===== config.mk =====
export PLATFORM = sky130hd
export DESIGN_NAME = xor_inv_pipe
export DESIGN_NICKNAME = d
export VERILOG_FILES = /design/src/rtl/xor_inv_pkg.sv /design/src/rtl/xor_inv_stage.sv /design/src/rtl/xor_inv_pipe.sv
export SDC_FILE = /design/constraint.sdc
export NUM_CORES = 1
export LEC_CHECK = 0
export CAP_MARGIN = 20
export CORE_ASPECT_RATIO = 1.5
export CORE_MARGIN = 2
export CORE_UTILIZATION = 65
export DETAILED_ROUTE_END_ITERATION = 16
export PLACE_DENSITY_LB_ADDON = 0.1
export RECOVER_POWER = 50
export SLEW_MARGIN = 20
export SYNTH_ARGS = -nofsm -noshare
export SYNTH_HDL_FRONTEND = slang
export SYNTH_SLANG_ARGS = --single-unit
export TNS_END_PERCENT = 30

===== constraint.sdc =====
create_clock -name clk -period 4.5 [get_ports clk]
set_clock_uncertainty 0.05 [all_clocks]
set_input_delay 0.9 -clock clk [delete_from_list [all_inputs] [get_ports clk]]
set_output_delay 0.9 -clock clk [all_outputs]
set_load 0.02 [all_outputs]

===== src/rtl/xor_inv_pkg.sv =====
// Shared types for the XOR/invert lane mapper: lane operation codes, the
// per-lane configuration record and the legacy power-up lane map.
package xor_inv_pkg;

  localparam int MAX_IN_W     = 64;
  localparam int MAX_SEL_W    = 6;
  localparam int LEGACY_LANES = 6;

  typedef enum logic [1:0] {
    OP_ZERO = 2'b00,
    OP_PASS = 2'b01,
    OP_INV  = 2'b10,
    OP_XOR  = 2'b11
  } op_e;

  // Selects are stored at the widest supported size so one record type
  // serves every parameterisation.
  typedef struct packed {
    op_e                  op;
    logic [MAX_SEL_W-1:0] sel_a;
    logic [MAX_SEL_W-1:0] sel_b;
  } lane_cfg_t;

  localparam lane_cfg_t CFG_ZERO = '{op: OP_ZERO, sel_a: 6'd0, sel_b: 6'd0};

  // Map inherited from the fixed 20-in/10-out mapper.
  localparam lane_cfg_t LEGACY_MAP [LEGACY_LANES] = '{
    '{OP_XOR, 6'd1, 6'd3},
    '{OP_XOR, 6'd2, 6'd4},
    '{OP_INV, 6'd5, 6'd0},
    '{OP_INV, 6'd6, 6'd0},
    '{OP_INV, 6'd7, 6'd0},
    '{OP_INV, 6'd8, 6'd0}
  };

  // Legacy entry for one lane; entries referring to bits the input vector
  // does not have collapse to ZERO.
  function automatic lane_cfg_t legacy_entry(input int lane, input int in_w);
    lane_cfg_t e;
    e = CFG_ZERO;
    if (lane >= 0 && lane < LEGACY_LANES) begin
      e = LEGACY_MAP[lane[2:0]];
      if (int'(e.sel_a) >= in_w || (e.op == OP_XOR && int'(e.sel_b) >= in_w)) begin
        e = CFG_ZERO;
      end else begin
        e = e;
      end
    end else begin
      e = CFG_ZERO;
    end
    return e;
  endfunction

endpackage


===== src/rtl/xor_inv_stage.sv =====
// One valid/ready pipeline register. It loads whenever it is empty or its
// downstream neighbour takes the current contents this cycle.
module xor_inv_stage #(
  parameter int W = 10
) (
  input  logic         clk,
  input  logic         rst_n,
  input  logic         up_valid,
  input  logic [W-1:0] up_data,
  output logic         up_ready,
  output logic         dn_valid,
  output logic [W-1:0] dn_data,
  input  logic         dn_ready
);

  logic         valid_r;
  logic [W-1:0] data_r;

  assign up_ready = !valid_r || dn_ready;
  assign dn_valid = valid_r;
  assign dn_data  = data_r;

  // Stage register: take upstream contents when allowed, otherwise hold.
  always_ff @(posedge clk or negedge rst_n) begin
    if (!rst_n) begin
      valid_r <= 1'b0;
      data_r  <= '0;
    end else if (up_ready) begin
      valid_r <= up_valid;
      if (up_valid) begin
        data_r <= up_data;
      end
    end
  end

endmodule


===== src/rtl/xor_inv_pipe.sv =====
// Runtime-configurable XOR/invert lane mapper feeding a PIPE-deep
// valid/ready pipeline, with a 16-bit completed-transfer counter.
module xor_inv_pipe
  import xor_inv_pkg::*;
#(
  parameter int IN_W   = 20,
  parameter int OUT_W  = 10,
  parameter int PIPE   = 2,
  parameter int SEL_W  = (IN_W > 1) ? $clog2(IN_W) : 1,
  parameter int LANE_W = (OUT_W > 1) ? $clog2(OUT_W) : 1
) (
  input  logic              clk,
  input  logic              rst_n,
  input  logic [IN_W-1:0]   in,
  input  logic              in_valid,
  output logic              in_ready,
  output logic [OUT_W-1:0]  out,
  output logic              out_valid,
  input  logic              out_ready,
  input  logic              cfg_we,
  input  logic [LANE_W-1:0] cfg_lane,
  input  logic [1:0]        cfg_op,
  input  logic [SEL_W-1:0]  cfg_sel_a,
  input  logic [SEL_W-1:0]  cfg_sel_b,
  output logic              cfg_err,
  output logic [15:0]       xfer_cnt,
  output logic              busy
);

  lane_cfg_t        cfg_table_r [OUT_W];
  logic             cfg_ok_s;
  logic [OUT_W-1:0] lane_res_s;
  logic             cfg_err_r;
  logic [15:0]      xfer_cnt_r;
  logic             busy_s;

  logic             stg_valid_s [0:PIPE];
  logic [OUT_W-1:0] stg_data_s  [0:PIPE];
  logic             stg_ready_s [1:PIPE+1];

  // Evaluate one lane; the input is widened so any stored select indexes it.
  function automatic logic lane_eval(input lane_cfg_t c, input logic [IN_W-1:0] v);
    logic [MAX_IN_W-1:0] vx;
    logic                a;
    logic                b;
    logic                r;
    vx = MAX_IN_W'(v);
    a  = vx[c.sel_a];
    b  = vx[c.sel_b];
    case (c.op)
      OP_ZERO: r = 1'b0;
      OP_PASS: r = a;
      OP_INV:  r = ~a;
      OP_XOR:  r = a ^ b;
      default: r = 1'b0;
    endcase
    return r;
  endfunction

  // Range check of a configuration write; sel_b only matters for XOR.
  always_comb begin
    cfg_ok_s = 1'b1;
    if (32'(cfg_lane) >= 32'(OUT_W)) begin
      cfg_ok_s = 1'b0;
    end else if (32'(cfg_sel_a) >= 32'(IN_W)) begin
      cfg_ok_s = 1'b0;
    end else if (cfg_op == 2'b11 && 32'(cfg_sel_b) >= 32'(IN_W)) begin
      cfg_ok_s = 1'b0;
    end else begin
      cfg_ok_s = 1'b1;
    end
  end

  // Lane table: legacy map out of reset, updated by accepted writes. The
  // accepted vector on a write edge still sees the old entry.
  always_ff @(posedge clk or negedge rst_n) begin
    if (!rst_n) begin
      for (int i = 0; i < OUT_W; i++) begin
        cfg_table_r[i] <= legacy_entry(i, IN_W);
      end
    end else if (cfg_we && cfg_ok_s) begin
      cfg_table_r[cfg_lane] <= '{op:    op_e'(cfg_op),
                                 sel_a: MAX_SEL_W'(cfg_sel_a),
                                 sel_b: MAX_SEL_W'(cfg_sel_b)};
    end
  end

  // Rejected-write flag, one cycle after the offending strobe.
  always_ff @(posedge clk or negedge rst_n) begin
    if (!rst_n) begin
      cfg_err_r <= 1'b0;
    end else begin
      cfg_err_r <= cfg_we && !cfg_ok_s;
    end
  end

  // Per-lane results for the vector currently presented at the input.
  always_comb begin
    lane_res_s = '0;
    for (int i = 0; i < OUT_W; i++) begin
      lane_res_s[i] = lane_eval(cfg_table_r[i], in);
    end
  end

  assign stg_valid_s[0]      = in_valid;
  assign stg_data_s[0]       = lane_res_s;
  assign stg_ready_s[PIPE+1] = out_ready;

  for (genvar k = 1; k <= PIPE; k++) begin : g_stage
    xor_inv_stage #(.W(OUT_W)) u_stage (
      .clk      (clk),
      .rst_n    (rst_n),
      .up_valid (stg_valid_s[k-1]),
      .up_data  (stg_data_s[k-1]),
      .up_ready (stg_ready_s[k]),
      .dn_valid (stg_valid_s[k]),
      .dn_data  (stg_data_s[k]),
      .dn_ready (stg_ready_s[k+1])
    );
  end

  // Any stage holding a vector keeps the block busy.
  always_comb begin
    busy_s = 1'b0;
    for (int k = 1; k <= PIPE; k++) begin
      busy_s = busy_s | stg_valid_s[k];
    end
  end

  // Completed output transfers, wrapping at 16 bits.
  always_ff @(posedge clk or negedge rst_n) begin
    if (!rst_n) begin
      xfer_cnt_r <= 16'd0;
    end else if (stg_valid_s[PIPE] && out_ready) begin
      xfer_cnt_r <= xfer_cnt_r + 16'd1;
    end
  end

  assign in_ready  = stg_ready_s[1];
  assign out       = stg_data_s[PIPE];
  assign out_valid = stg_valid_s[PIPE];
  assign cfg_err   = cfg_err_r;
  assign xfer_cnt  = xfer_cnt_r;
  assign busy      = busy_s;

endmodule


run_1/closeup.png
Region (69, 107) to (89, 127) µm. Cells in gray, sequential cells in the stronger gray; small squares are vias.
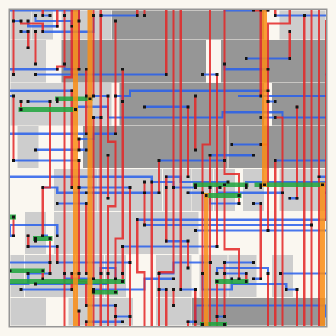
| layer | color |
|---|---|
| M3 | green |
| M1 | blue |
| M2 | red |
| M4 | orange |
cells with their middle in the window: 33
most frequent: dfrtp_1 (6), mux2_2 (4), nor2_1 (3)
sequential cells in the window: 7
netlist names of flops here include: cfg_table_r (7)

run_1/util_map.png
11 x 16 tiles, from white (low) to dark blue (high), 0 to 100% covered.
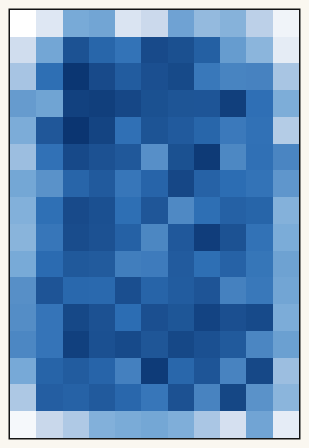
nearly empty tiles: 0.60%
emptiest ninth of the die: upper right
fullest tile: 98%
mean over tiles: 69%
CORE AREA: 0.0151 mm²
Core Util, Final: 0.764
FP Util: 0.665

run_1/pinout.png
The bar under the picture is 20 µm long. Pins as bars across the die edge, other pins in gray.
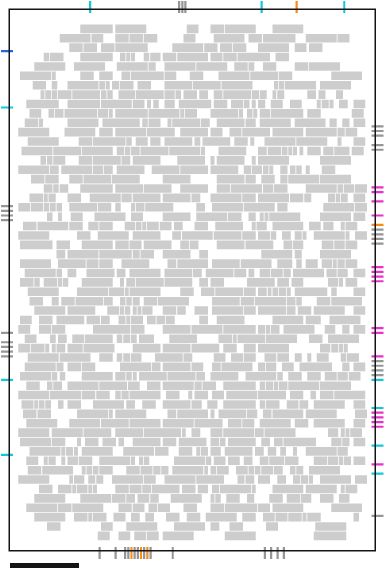
| port | color | pins | direction | edge |
|---|---|---|---|---|
| out | cyan | 10 | output | 4 right, 3 top, 3 left |
| xfer_cnt | magenta | 16 | output | right |
| cfg_sel_a | orange | 5 | input | 3 bottom, 1 right, 1 top |
| clk | blue | 1 | input | left |
all pins by edge: 35 right, 16 bottom, 13 left, 7 top

run_1/placed.png
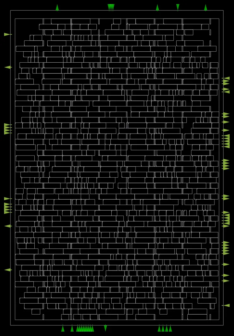
final std cells w/o fill: 1064
fill count: 935
flop share of the area: 0.346

==> run summary, run 1 <==
impl run done, here's what came out: routed len/inst=28.4 µm, buffer share of cell area=0.0882, Avg Cell Area, Syn=12.5 µm², fraction of registers with async set/reset=1.00, CTS Hold Bufs=0, failing checks=max-capacitance violations, max-slew violations, Highest Signal Layer=met4, design area=about 0.012 mm², Max Freq=0.300 GHz, # Cells Yosys=between 800 and 900, worst setup path startpoint=cfg_sel_a[3], Final Hold Viols=0, H-tree levels=4, Max clock buf depth=2, max-slew violations=89, Worst-Skew Late Latency=about 0.43 ns, critical path arrival=roughly 3.6 ns, flops & latches, synth=~160, global route total overflow=0, Clock Network Area Fraction=0.0536, Unique masters post-synth=between 60 and 70, CTS Sinks=159, First-pass DRT Iterations=6, Setup WS post-layout=approximately 1.2 ns, vias per cell=7.29, Worst VDD drop=0.298 mV, first-pass GRT wire length=46.5 mm, YS chip area=0.0101 mm², Synth top cell by count=dfrtp_1, largest net degree at the start of global routing=a little under 90, area fraction in compound gates=0.0548, Root Driver=clkbuf_16, Worst-path clk slew=0.06 ns, maxcap violations=1, Comb area=0.00560 mm², Power, Total=about 5.2 mW, register area share after synthesis=0.398, Critical Path End=cfg_table_r[17], Tool Warnings=26, P&R area growth vs syn=14.9%, Top cells excl fill/tap=dfrtp_1 (138), mux2_2 (108), mux4_2 (86), nature of the critical path startpoint=primary input, RSZ-0062 raised after global routing=false, routing usage on met3=0.0866, TritonCTS Buffers=17, first-iteration detailed-routing DRC count=960, fraction of final layout cells sized beyond drive strength 1=0.350, hold_ws=0.418 ns, leakage power=4.72 nW, FP Rows=55, Post-Syn Instances=between 800 and 900, Flops=around 160, WS Path Type=in2reg, R2R Path End=g_stage[1].u_stage.dn_data[5], drc violations=0, post-layout min period=3.33 ns, syn nets=846, hold crit path type=reg2reg, Max-area cell share=0.343, worst slack, placed=around 0.79 ns, GR Util All Layers=0.382, R2R depth=6, post-CTS setup buffer count=0, status=finished, violations left, Antenna Cells=0, top post-synthesis cells by count=dfrtp_1 (138), mux2_2 (108), mux4_2 (86), Tapcells=199, register area=0.00401 mm², setup TNS=0 ns, mux share=0.382, metal2 WL=14.6 mm, GR peak layer=met2, met2 Usage GRT=0.621
-- run 1: flip-flops by register name, indices dropped and copies added (netlist names) --
register	count
cfg_err	1
g_stage.u_stage.dn_data	20
xfer_cnt	16
cfg_table_r	120
g_stage.u_stage.dn_valid	2
-- run 1: report_power, final --
group	switching (mW)	internal [mW]	total (mW)
combinational	0.658	0.867	1.52
sequential	0.411	1.75	2.16
clock	0.645	0.901	1.55
-- run 1: critical path: stages --
cell and delay, ns:
dlygate4sd3_1 0.79, o21ai_0 0.33, nand4_1 0.26, nor3_1 0.23, and3b_1 0.65, mux2_2 0.42
==> inputs of run 2 (changes only) <==
- CORE_UTILIZATION: 65 -> 60
- clock period: 4.5 -> 3.2 ns (I/O delays scaled with it)
run_2/placed.png
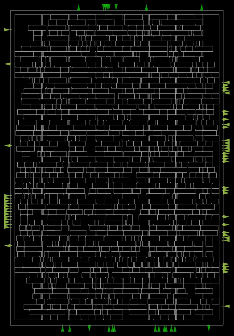
Flops: 159
FP Rows: 58

==> run summary, run 2 <==
impl run done, here's what came out: fraction of final layout cells sized beyond drive strength 1=0.350 (about the same), Max Freq=0.365 GHz, Avg Cell Area, Syn=12.5 µm² (unchanged), GR peak layer=met2 (unchanged), Post-Syn Instances=804 (unchanged), Core Util, Final=0.708 (was 0.764), design area=0.0118 mm² (was 0.0116 mm²), register area share after synthesis=0.398 (unchanged), Unique masters post-synth=68 (unchanged), CP peak stage delay=0.82 ns (was 0.79 ns), vias per cell=7.00 (was 7.29), CP top delay family=buffers and inverters (was simple AND/OR/NAND/NOR gates), Antenna Cells=0 (unchanged), CORE AREA=0.0166 mm² (was 0.0151 mm²), Slowest cell on crit path=clkdlybuf4s50_1 (was dlygate4sd3_1), final std cells w/o fill=1081 (was 1064), Sequential Power=3.00 mW (was 2.16 mW), combinational logic power=2.11 mW (was 1.52 mW), global route total overflow=0 (unchanged), RSZ-0062 raised after global routing=false (unchanged), flops & latches, synth=159 (unchanged), status=finished, violations left (unchanged), Setup WS post-layout=0.460 ns (was 1.17 ns), WS Path Type=in2reg (unchanged), mux share=0.382 (unchanged), hold_ws=0.417 ns (was 0.418 ns), syn nets=846 (unchanged), Worst VDD drop=0.386 mV (was 0.298 mV), logic gate share of total power=0.291 (about the same), Top reg by flops=cfg_table_r (unchanged), clk pwr=2.15 mW (was 1.55 mW), GR Util All Layers=0.337 (was 0.382), First-pass DRT Iterations=5 (was 6), Top Consumer=sequential cells (unchanged), worst slack, placed=0.0489 ns (was 0.788 ns), Worst-Skew Late Latency=0.43 ns (about the same), max-slew violations=62 (was 89), largest net degree at the start of global routing=63 (was 89), Highest Signal Layer=met5 (was met4), failing checks=max-capacitance violations, max-slew violations (unchanged), Seq pwr share=0.413 (was 0.414), first-iteration detailed-routing DRC count=685 (was 960), Max clock buf depth=2 (unchanged), Tool Warnings=26 (unchanged), Worst-path clk slew=0.06 ns (about the same), routing usage on met3=0.0816 (was 0.0866), YS chip area=0.0101 mm² (unchanged), Power, Total=7.26 mW (was 5.24 mW), maxcap violations=1 (unchanged), post-CTS setup buffer count=0 (unchanged), Clock Power Share=0.296 (was 0.295), # Cells Yosys=804 (unchanged), Root Driver=clkbuf_16 (unchanged), hold crit path type=reg2reg (unchanged), worst setup path startpoint=in[0] (was cfg_sel_a[3])
## run 2: cell counts after synthesis
No cell type changed its count.
## run 2: layout make-up
cell class,count,area [µm²]
inverters,21,78.8
fillers,1169,4840
repair buffers,120,1210
clock inverters,12,183
flip-flops and latches,159,4010
well taps,210,263
clock buffers,20,437
multi-input cells,539,5600
## run 2: path summary, 6_finish.rpt
path	to	cells after the start
setup reg to reg	g_stage[1].u_stage.dn_data[0]	6
setup / recovery	g_stage[1].u_stage.dn_data[0]	7
max in group asynchronous	cfg_table_r[8]	2
min in group asynchronous	xfer_cnt[15]	1
hold reg to reg	xfer_cnt[15]	1
hold / removal	xfer_cnt[15]	1
Power figures rest on the tool's default switching activity, not on a simulated workload.
